`config.mk`:
```
export PLATFORM = sky130hd
export DESIGN_NAME = cb_sweep_sched
export DESIGN_NICKNAME = d
export VERILOG_FILES = /design/src/rtl/cb_sweep_sched.sv
export SDC_FILE = /design/constraint.sdc
export NUM_CORES = 1
export LEC_CHECK = 0
export ABC_AREA = 1
export CORE_ASPECT_RATIO = 0.5
export CORE_MARGIN = 2
export CORE_UTILIZATION = 52
export DETAILED_ROUTE_END_ITERATION = 6
export GPL_TIMING_DRIVEN = 0
export PLACE_DENSITY = 0.86
export SYNTH_ARGS = -nofsm -noshare
export SYNTH_HDL_FRONTEND = slang
export SYNTH_SLANG_ARGS = --single-unit
export TNS_END_PERCENT = 50
```
`constraint.sdc`:
```
create_clock -name clk -period 3.55 [get_ports clk]
set_clock_uncertainty 0.15 [all_clocks]
set_input_delay 0.8875 -clock clk [delete_from_list [all_inputs] [get_ports clk]]
set_output_delay 0.8875 -clock clk [all_outputs]
set_load 0.005 [all_outputs]
```
`src/rtl/cb_sweep_sched.sv`:
```
// rtl/cb_sweep_sched.sv - two-requester sweep scheduler for the covariance-block address generator
// Serialises rectangular sweeps into one (row, col) per cycle and tags returned addresses.
module cb_sweep_sched #(
  parameter int ROW_LEN = 10,
  parameter int LEN_W   = 4,
  parameter int AGD_LAT = 5
) (
  input  logic               clk,
  input  logic               sys_rst,
  input  logic               req0_valid,
  input  logic [ROW_LEN-1:0] req0_row,
  input  logic [ROW_LEN-1:0] req0_col,
  input  logic [LEN_W-1:0]   req0_nrow,
  input  logic [LEN_W-1:0]   req0_ncol,
  output logic               req0_ready,
  input  logic               req1_valid,
  input  logic [ROW_LEN-1:0] req1_row,
  input  logic [ROW_LEN-1:0] req1_col,
  input  logic [LEN_W-1:0]   req1_nrow,
  input  logic [LEN_W-1:0]   req1_ncol,
  output logic               req1_ready,
  input  logic               hold,
  output logic [ROW_LEN-1:0] agd_row,
  output logic [ROW_LEN-1:0] agd_col,
  output logic               agd_issue,
  output logic               addr_valid,
  output logic               addr_tag,
  output logic               addr_last,
  output logic [1:0]         done,
  output logic               busy
);

  typedef enum logic {IDLE, SWEEP} state_t;

  localparam logic [LEN_W-1:0] ONE = LEN_W'(1);

  state_t             state;
  logic               last_grant;
  logic               owner;
  logic [ROW_LEN-1:0] base_row, base_col;
  logic [LEN_W-1:0]   nrow_q, ncol_q, r_cnt, c_cnt, r_nxt, c_nxt;
  logic               grant0, grant1, accept, col_end, is_last;
  logic [ROW_LEN-1:0] sel_row, sel_col;
  logic [LEN_W-1:0]   sel_nrow, sel_ncol;
  logic [AGD_LAT-1:0] pv, pt, pl;

  // last_grant==1 means requester 0 has priority on a tie
  always_comb begin
    grant0   = req0_valid && (!req1_valid || last_grant);
    grant1   = req1_valid && (!req0_valid || !last_grant);
    sel_row  = grant1 ? req1_row  : req0_row;
    sel_col  = grant1 ? req1_col  : req0_col;
    sel_nrow = grant1 ? req1_nrow : req0_nrow;
    sel_ncol = grant1 ? req1_ncol : req0_ncol;
    if (sel_nrow == '0) sel_nrow = ONE;
    if (sel_ncol == '0) sel_ncol = ONE;
  end

  assign req0_ready = (state == IDLE) && grant0 && !sys_rst;
  assign req1_ready = (state == IDLE) && grant1 && !sys_rst;
  assign accept     = req0_ready || req1_ready;
  assign agd_issue  = (state == SWEEP) && !hold;

  assign col_end = (c_cnt == ncol_q - ONE);
  assign is_last = col_end && (r_cnt == nrow_q - ONE);
  assign c_nxt   = col_end ? '0 : c_cnt + ONE;
  assign r_nxt   = col_end ? r_cnt + ONE : r_cnt;

  always_ff @(posedge clk) begin
    if (sys_rst) begin
      state      <= IDLE;
      last_grant <= 1'b1;
      owner      <= 1'b0;
      base_row   <= '0;
      base_col   <= '0;
      nrow_q     <= ONE;
      ncol_q     <= ONE;
      r_cnt      <= '0;
      c_cnt      <= '0;
      agd_row    <= '0;
      agd_col    <= '0;
    end else if (state == IDLE) begin
      if (accept) begin
        owner      <= req1_ready;
        last_grant <= req1_ready;
        base_row   <= sel_row;
        base_col   <= sel_col;
        nrow_q     <= sel_nrow;
        ncol_q     <= sel_ncol;
        r_cnt      <= '0;
        c_cnt      <= '0;
        agd_row    <= sel_row;
        agd_col    <= sel_col;
        state      <= SWEEP;
      end
    end else if (!hold) begin
      // the final pair stays on agd_row/agd_col until the next accept
      if (is_last) begin
        state <= IDLE;
      end else begin
        c_cnt   <= c_nxt;
        r_cnt   <= r_nxt;
        agd_row <= base_row + ROW_LEN'(r_nxt);
        agd_col <= base_col + ROW_LEN'(c_nxt);
      end
    end
  end

  // return pipeline shifts every cycle, bubbles included
  always_ff @(posedge clk) begin
    if (sys_rst) begin
      pv <= '0;
      pt <= '0;
      pl <= '0;
    end else begin
      pv <= {pv[AGD_LAT-2:0], agd_issue};
      pt <= {pt[AGD_LAT-2:0], owner};
      pl <= {pl[AGD_LAT-2:0], agd_issue && is_last};
    end
  end

  assign addr_valid = pv[AGD_LAT-1];
  assign addr_tag   = pt[AGD_LAT-1];
  assign addr_last  = pl[AGD_LAT-1];
  assign done       = {addr_valid && addr_last && addr_tag,
                       addr_valid && addr_last && !addr_tag};
  assign busy       = (state == SWEEP) || (|pv);

endmodule

```
Fig. 1: where the registers sit
Bar = 50 µm. Other sequential cells in the stronger gray, the rest of the logic in the fainter gray.
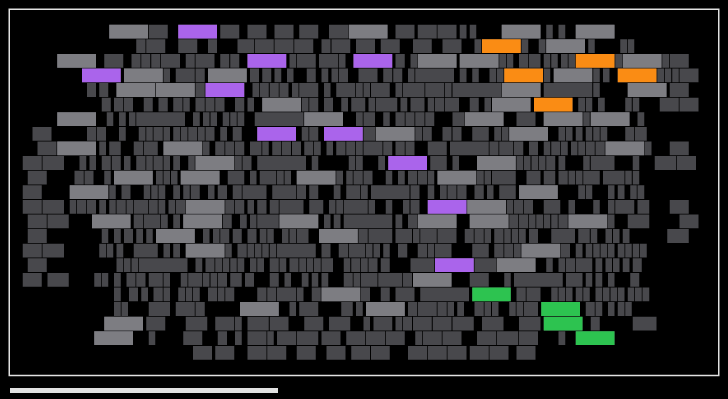
Key: purple = agd_row [placed flops 10]; green = nrow_q [placed flops 4, where lower right]; orange = pv [placed flops 5, where upper right]
Another 55 sequential cells are not colored.

Fig. 2: the clock network
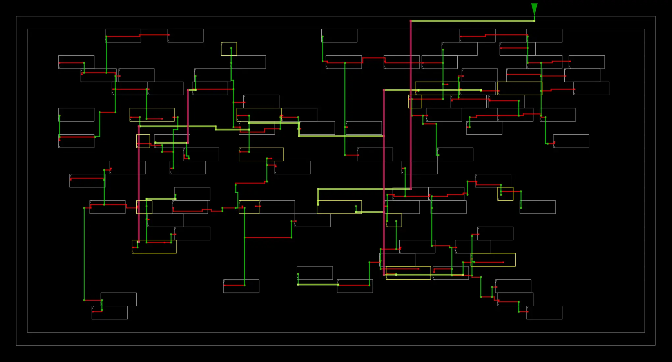
layout clock buffer count: 9
clock group total power: 0.881 mW
CTS sink count: 74
CTS Buf Count: 9
Seq cells: 74

Fig. 3: routed metal, one color a layer
Bar = 50 µm. Only two layers are drawn.
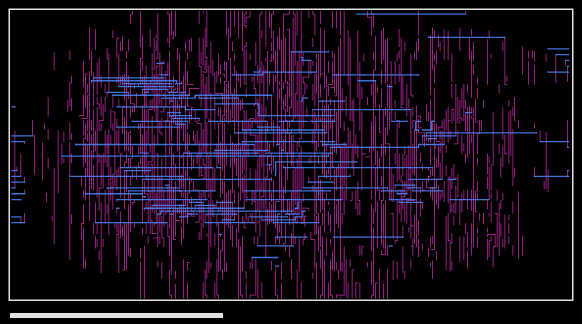
Key: blue = M3 [wire length 1290 µm]; magenta = M2 [wire length 5770 µm]

==> flow_summary.yaml <==
# physical design summary
status:
  outcome: "finished clean"
global_route:
  antenna_found_initial: 0
  use_met2: 0.4883
  grt_busiest_layer: "met2"
worst_hold_path:
  min_path_type: "reg2reg"
  whs_path_depth: 2
timing:
  slew_viol_final: 0
  hold_viol: 0
  post-route-period-util: 0.9711
  fin_crit_ps: 3447
  setup_ws_ps: 102.6
pwr:
  comb_power_mw: 0.672
  seq_power_mw: 0.948
  power_leader: "registers"
  finalPower_mw: 2.501
  leakage_nw: 2.465
route:
  route.met2.wl_mm: 5.774
  highest_layer: "met4"
  drt_iter0_drc: 605
clock_network:
  clk_pin_slew_ps: 60
  clock_path_buffers: 2
critical_path:
  path_cells: "clkdlybuf4s50_1 -> nand2_4 -> nand2_1 -> nor2_1 -> nand2_1 -> inv_1 -> clkdlybuf4s50_1"
  r2r_cells: 18
  critPathKind: "in2out"
  critPathBufInv: 3
  end_kind: "output pin"
layout:
  fin_nets: 799
  signal_buffers: 116
  lay_top_cells: "nand2_1, clkdlybuf4s50_1, dfxtp_1"
  comb_share: 0.4188
  logic_gate_count: 448
place:
  place.gp.congestion: 0.8907
  placed_area_um2: 5264
synthesis:
  synth_stat.cells: 626
  postSynth.asyncResetShare: 0
  ys_sh_aoi: 0.1259
  synth.top_cells.by_area: "dfxtp_1, nand2_1, nand3_1, inv_1, a21oi_1"
  syn_avg_cell_area_um2: 6.794
floorplanning:
  dieHeight_um: 67.95
  core_area_um2: 7971
  rows: 23
run:
  max_cap_viol_count: 0
No activity file was given, so power comes from the tool's default toggle rates.
